--- src/rtl/alu_calc.sv ---
// Clocked switch ALU: debounced push-button execute, registered result/flags,
// accumulator chaining and active-low 7-segment display of every result nibble.
module alu_calc #(
    parameter int W         = 8,
    parameter int DB_CYCLES = 16,
    localparam int NDIG     = W / 4
) (
    input  logic                clk,
    input  logic                rst_n,
    input  logic [W-1:0]        a_in,
    input  logic [W-1:0]        b_in,
    input  logic [2:0]          op,
    input  logic                mode,
    input  logic                step_n,
    output logic                exec,
    output logic [W-1:0]        result,
    output logic [3:0]          flags,
    output logic [7*NDIG-1:0]   hex_seg
);

    localparam int CW = $clog2(DB_CYCLES + 1);
    localparam logic [CW-1:0] CNT_ONE  = CW'(1);
    localparam logic [CW-1:0] CNT_FULL = CW'(DB_CYCLES);
    localparam logic [CW-1:0] CNT_LAST = CW'(DB_CYCLES - 1);

    typedef enum logic [1:0] {WAIT_REL, IDLE, ARMING, PRESSED} db_state_t;

    logic            sync1_reg, sync2_reg;
    db_state_t       state_reg, state_next;
    logic [CW-1:0]   cnt_reg, cnt_next;
    logic            exec_reg, exec_next;
    logic [W-1:0]    result_reg, acc_reg;
    logic [3:0]      flags_reg;
    logic [6:0]      hex_reg [NDIG];

    always_ff @(posedge clk or negedge rst_n) begin
        if (!rst_n) begin
            sync1_reg <= 1'b1;
            sync2_reg <= 1'b1;
        end else begin
            sync1_reg <= step_n;
            sync2_reg <= sync1_reg;
        end
    end

    always_ff @(posedge clk or negedge rst_n) begin
        if (!rst_n) begin
            state_reg <= WAIT_REL;
            cnt_reg   <= '0;
            exec_reg  <= 1'b0;
        end else begin
            state_reg <= state_next;
            cnt_reg   <= cnt_next;
            exec_reg  <= exec_next;
        end
    end

    // Debouncer: a press is accepted only once the synced input has been low
    // for the full count; a new press needs a fully debounced release first.
    always_comb begin
        state_next = state_reg;
        cnt_next   = cnt_reg;
        exec_next  = 1'b0;
        case (state_reg)
            WAIT_REL: begin
                if (!sync2_reg) begin
                    cnt_next = '0;
                end else if (cnt_reg == CNT_LAST) begin
                    state_next = IDLE;
                    cnt_next   = '0;
                end else begin
                    cnt_next = cnt_reg + CNT_ONE;
                end
            end
            IDLE: begin
                if (!sync2_reg) begin
                    state_next = ARMING;
                    cnt_next   = CNT_ONE;
                end
            end
            ARMING: begin
                if (sync2_reg) begin
                    state_next = IDLE;
                    cnt_next   = '0;
                end else if (cnt_reg == CNT_FULL) begin
                    state_next = PRESSED;
                    cnt_next   = '0;
                    exec_next  = 1'b1;
                end else begin
                    cnt_next = cnt_reg + CNT_ONE;
                end
            end
            PRESSED: begin
                if (sync2_reg) begin
                    state_next = WAIT_REL;
                    cnt_next   = '0;
                end
            end
            default: begin
                state_next = WAIT_REL;
                cnt_next   = '0;
            end
        endcase
    end

    logic [W-1:0] x_opnd, alu_res;
    logic [W:0]   add_full, sub_full;
    logic         alu_c, alu_v;

    assign x_opnd   = mode ? acc_reg : a_in;
    assign add_full = {1'b0, x_opnd} + {1'b0, b_in};
    assign sub_full = {1'b0, x_opnd} - {1'b0, b_in};

    always_comb begin
        alu_res = '0;
        alu_c   = 1'b0;
        alu_v   = 1'b0;
        case (op)
            3'b000: begin
                alu_res = add_full[W-1:0];
                alu_c   = add_full[W];
                alu_v   = (x_opnd[W-1] == b_in[W-1]) && (alu_res[W-1] != x_opnd[W-1]);
            end
            3'b001: begin
                alu_res = sub_full[W-1:0];
                alu_c   = ~sub_full[W];
                alu_v   = (x_opnd[W-1] != b_in[W-1]) && (alu_res[W-1] != x_opnd[W-1]);
            end
            3'b010: alu_res = x_opnd & b_in;
            3'b011: alu_res = x_opnd | b_in;
            3'b100: alu_res = x_opnd ^ b_in;
            3'b101: begin
                alu_res = {x_opnd[W-2:0], 1'b0};
                alu_c   = x_opnd[W-1];
            end
            3'b110: begin
                alu_res = {1'b0, x_opnd[W-1:1]};
                alu_c   = x_opnd[0];
            end
            default: alu_res = b_in;
        endcase
    end

    // ACC always follows the result so mode 1 chains from the last operation.
    always_ff @(posedge clk or negedge rst_n) begin
        if (!rst_n) begin
            result_reg <= '0;
            flags_reg  <= 4'b0000;
            acc_reg    <= '0;
        end else if (exec_reg) begin
            result_reg <= alu_res;
            flags_reg  <= {(alu_res == '0), alu_res[W-1], alu_c, alu_v};
            acc_reg    <= alu_res;
        end
    end

    function automatic logic [6:0] seg7(input logic [3:0] nib);
        logic [6:0] s;
        case (nib)
            4'h0: s = 7'b1000000;
            4'h1: s = 7'b1111001;
            4'h2: s = 7'b0100100;
            4'h3: s = 7'b0110000;
            4'h4: s = 7'b0011001;
            4'h5: s = 7'b0010010;
            4'h6: s = 7'b0000010;
            4'h7: s = 7'b1111000;
            4'h8: s = 7'b0000000;
            4'h9: s = 7'b0010000;
            4'hA: s = 7'b0001000;
            4'hB: s = 7'b0000011;
            4'hC: s = 7'b1000110;
            4'hD: s = 7'b0100001;
            4'hE: s = 7'b0000110;
            default: s = 7'b0001110;
        endcase
        return s;
    endfunction

    generate
        for (genvar gi = 0; gi < NDIG; gi++) begin : g_digit
            always_ff @(posedge clk or negedge rst_n) begin
                if (!rst_n) begin
                    hex_reg[gi] <= 7'b1000000;
                end else begin
                    hex_reg[gi] <= seg7(result_reg[4*gi +: 4]);
                end
            end
            assign hex_seg[7*gi +: 7] = hex_reg[gi];
        end
    endgenerate

    assign exec   = exec_reg;
    assign result = result_reg;
    assign flags  = flags_reg;

endmodule

--- config.mk ---
export PLATFORM = sky130hd
export DESIGN_NAME = alu_calc
export DESIGN_NICKNAME = d
export VERILOG_FILES = /design/src/rtl/alu_calc.sv
export SDC_FILE = /design/constraint.sdc
export NUM_CORES = 1
export LEC_CHECK = 0
export CORE_MARGIN = 2
export CORE_UTILIZATION = 45
export CTS_CLUSTER_DIAMETER = 50
export DETAILED_ROUTE_END_ITERATION = 8
export PLACE_DENSITY = 0.67
export SLEW_MARGIN = 20
export SYNTH_ARGS = -nofsm -noshare
export SYNTH_HDL_FRONTEND = slang
export SYNTH_SLANG_ARGS = --single-unit
--- constraint.sdc ---
create_clock -name clk -period 3.9 [get_ports clk]
set_input_delay 0.975 -clock clk [delete_from_list [all_inputs] [get_ports clk]]
set_output_delay 0.975 -clock clk [all_outputs]
set_load 0.02 [all_outputs]
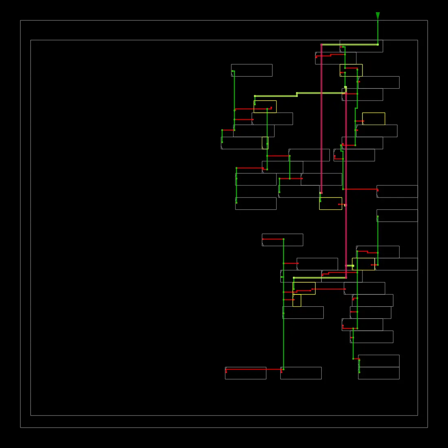
Figure 1: clock wiring as the flow saved it.
later-pin clock latency in the skew report: 0.29 ns
tally of clock buffers in the finished layout: 7
number of flip-flops and latches: 35
power dissipated in the clock network: 0.265 mW
Worst Clk Skew: 0.005945 ns

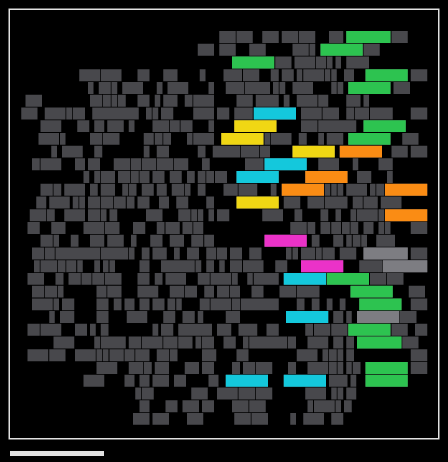
Figure 2: sequential cells colored by netlist name.
Bar = 20 um.
[cyan] `acc_reg` | sequential cells: 7
[magenta] `state_reg` | sequential cells: 2
[orange] `cnt_reg` | sequential cells: 5 | where: right middle
[green] `hex_seg` | sequential cells: 14
[yellow] `flags` | sequential cells: 4
not colored: 3

==> PnR_summary.wiki <==
== Flow metrics ==
{| class="wikitable"
! Metric !! Value
|-
| Hold-fix buffers at CTS || 0
|-
| Post-route cell area || roughly 4400 um^2
|-
| Non-clock buffer area fraction after layout || about a fifth
|-
| Summed standard-cell area reported by yosys || 3442 um^2
|-
| Port Buf Inserts || 49
|-
| CTS Root Cell || clkbuf_8
|-
| Count of buffers not belonging to the clock network in the layout || about 96
|-
| Number of placed I/O pins || about 50
|-
| Final-report setup violation count || 0
|-
| Tally of non-filler cells in the final layout || ~580
|-
| Max Root-Sink Buffers || 2
|-
| Maxcap violations || 0
|-
| Total GRT Usage || 22.15%
|-
| Share of the core filled by cells before placement || between 40 and 50%
|-
| Total via count in the routed design || ~3.2k
|-
| Seq area share || a little under 20%
|-
| Worst Slack Setup Final || about 0.23 ns
|-
| Syn. warnings || 0
|-
| Min Clock Period, post-route || ~3.7 ns
|-
| Tap cells || a little under 100
|-
| Global-route wire length before repair || 15,100 um
|-
| Seq cells post-synth || 35
|-
| Final Slew Violations || 0
|-
| Most used flip-flop cell after synthesis || dfrtp_1
|-
| Proportion of synthesized flip-flops having asynchronous set or reset || 100.0%
|-
| Flip-flop count of the largest register, all copies and words added || 14
|-
| Launch point of the critical path || a_in[0]
|-
| Half-perimeter wire length of the detailed placement result || slightly below 7000 um
|-
| Syn_nets || 460
|-
| Status || complete, no violations
|-
| Clk sink count || 35
|-
| Detailed-routing iteration count for the pre-antenna-repair pass || 5
|-
| Top class by area || combinational gates
|-
| Source of the worst register-to-register timing path || acc_reg[1]$_DFFE_PN0P_
|-
| Hold Path Cell Cnt || 0
|-
| Vias per inst || about 5.5
|-
| Routability-driven placement congestion ratio || 0.9265
|-
| Width of the die || between 90 and 100 um
|-
| Routed WL || between 9000 and 10,000 um
|-
| Via count of the first global-routing pass || about 3.2k
|-
| Crit Path Max Fanout || 4
|-
| Area of the multi-input gates || between 2000 and 2500 um^2
|-
| Critical path data required time || approximately 4.1 ns
|-
| Synthesized area per cell || approximately 8.8 um^2
|-
| VDD IR max || between 0.1 and 0.15 mV
|-
| Yosys cell types || 68
|-
| Cell area after synthesis || between 3000 and 4000 um^2
|-
| Starting DRC count in detailed routing || ~150
|-
| Layout cells sized above 1 || 17.61%
|-
| Total overflow reported by the global router || 0
|-
| Final core utilization || between 60 and 70%
|-
| FF+latch area || just under 900 um^2
|-
| Worst setup slack for register-to-register paths || approximately 0.85 ns
|-
| Critical path capture point || flags[3]$_DFFE_PN0P_
|-
| Number of nets still failing antenna checks after routing || 0
|-
| Fmax || approximately 270 MHz
|-
| Worst-case reg-to-reg path depth || 10
|-
| Fin Setup TNS || 0 ns
|-
| Leakage power || 2.048 nW
|-
| Inserted Diodes || 0
|-
| Worst setup SP type || input port
|-
| Instance area after placement || between 4000 and 5000 um^2
|-
| Register share after synthesis || around 26%
|-
| Final period utilization || between 90% and 100%
|-
| Fill cell instance count of the final layout || 668
|-
| Critical Path End Type || register
|-
| Slew at the pin with the worst max-slew slack || around 0.93 ns
|-
| Layout Area Growth over Synthesis || 29.01%
|-
| Most common cell after layout, fill and taps aside || clkdlybuf4s50_1
|-
| # nets final || ~550
|-
| Signal arrival time at the worst endpoint || ~3.9 ns
|-
| Total power after layout || between 0.9 and 1 mW
|-
| Maximum number of pins on one net before global-route repair || 36
|-
| DRC violations left || 0
|-
| Placed Cells || about 570
|-
| Tool Warnings || 59
|-
| Number of hold violations in the final report || 0
|-
| Most numerous logic cells after layout || 48 x clkdlybuf4s50_1, 47 x buf_4, 44 x ha_1, 40 x inv_1, 35 x nor2_1
|-
| Capture point of the worst reg-to-reg path || flags[3]$_DFFE_PN0P_
|-
| Count of mapped cells out of synthesis || approximately 400
|-
| Number of rows in the core area || 31
|-
| Number of levels in the clock H-tree || 2
|-
| Worst slack, placed || -0.3505 ns
|-
| Power density over the cells || 212.7 nW/um^2
|-
| Logic Gate Count || 298
|-
| Setup repair after global routing missed its margin || no
|-
| Routed wire per std cell || about 16 um
|}
cell usage after synthesis (9+ instances only):
cell | count | area share [%]
a21oi_1 | 21 | 3.1
dfrtp_1 | 31 | 23
ha_1 | 45 | 16
inv_1 | 40 | 4.4
mux2_2 | 9 | 2.9
mux2i_1 | 10 | 2.9
nand2_1 | 20 | 2.2
nand2b_1 | 11 | 2.0
nand3_1 | 9 | 1.3
nor2_1 | 35 | 3.8
nor3_1 | 9 | 1.3
o21ai_0 | 18 | 2.6
where the power goes:
group | switching (mW) | leakage, nW | internal (mW)
Sequential | 0.00395 | 0.431 | 0.368
Combinational | 0.160 | 1.57 | 0.148
Clock | 0.123 | 0.0482 | 0.142
Total | 0.287 | 2.05 | 0.658
cells by family after synthesis:
kind of cell | after synthesis | synth area share (%)
AOI/OAI and AO/OA | 104 | 22.14
xor gates and xnor gates | 7 | 1.781
adders and majority gates | 48 | 17.81
buffers and inverters | 57 | 7.052
DFF | 35 | 25.59
muxes | 24 | 8.688
and+or+nand+nor | 115 | 16.94
timing repair:
| action | 4_1_cts | 5_1_grt |
|---|---|---|
| pin swaps | 0 | 2 |
| buffers inserted | 0 | 1 |
| gates resized | 1 | 6 |
| endpoints found under the setup margin | 1 | 5 |
worst max-delay path: stages:
cell and delay (ns):
clkdlybuf4s50_1 0.52, mux2i_4 0.10, inv_1 0.09, ha_1 0.16, inv_1 0.05, fa_1 0.37
nand2b_1 0.19, a211oi_2 0.28, mux2i_1 0.26, o221ai_1 0.15, o32a_1 0.42, o41ai_2 0.31
routing by layer:
layer | GRT usage, % | share of wire, % | vias up
met5 | 0 | 0 | -
met4 | 7.955 | 2.1 | 0
met3 | 1.909 | 4.8 | 19
met2 | 37.62 | 48 | 100
met1 | 29.33 | 45 | 1498
li1 | - | - | 1564
Power and IR drop assume default switching activity.
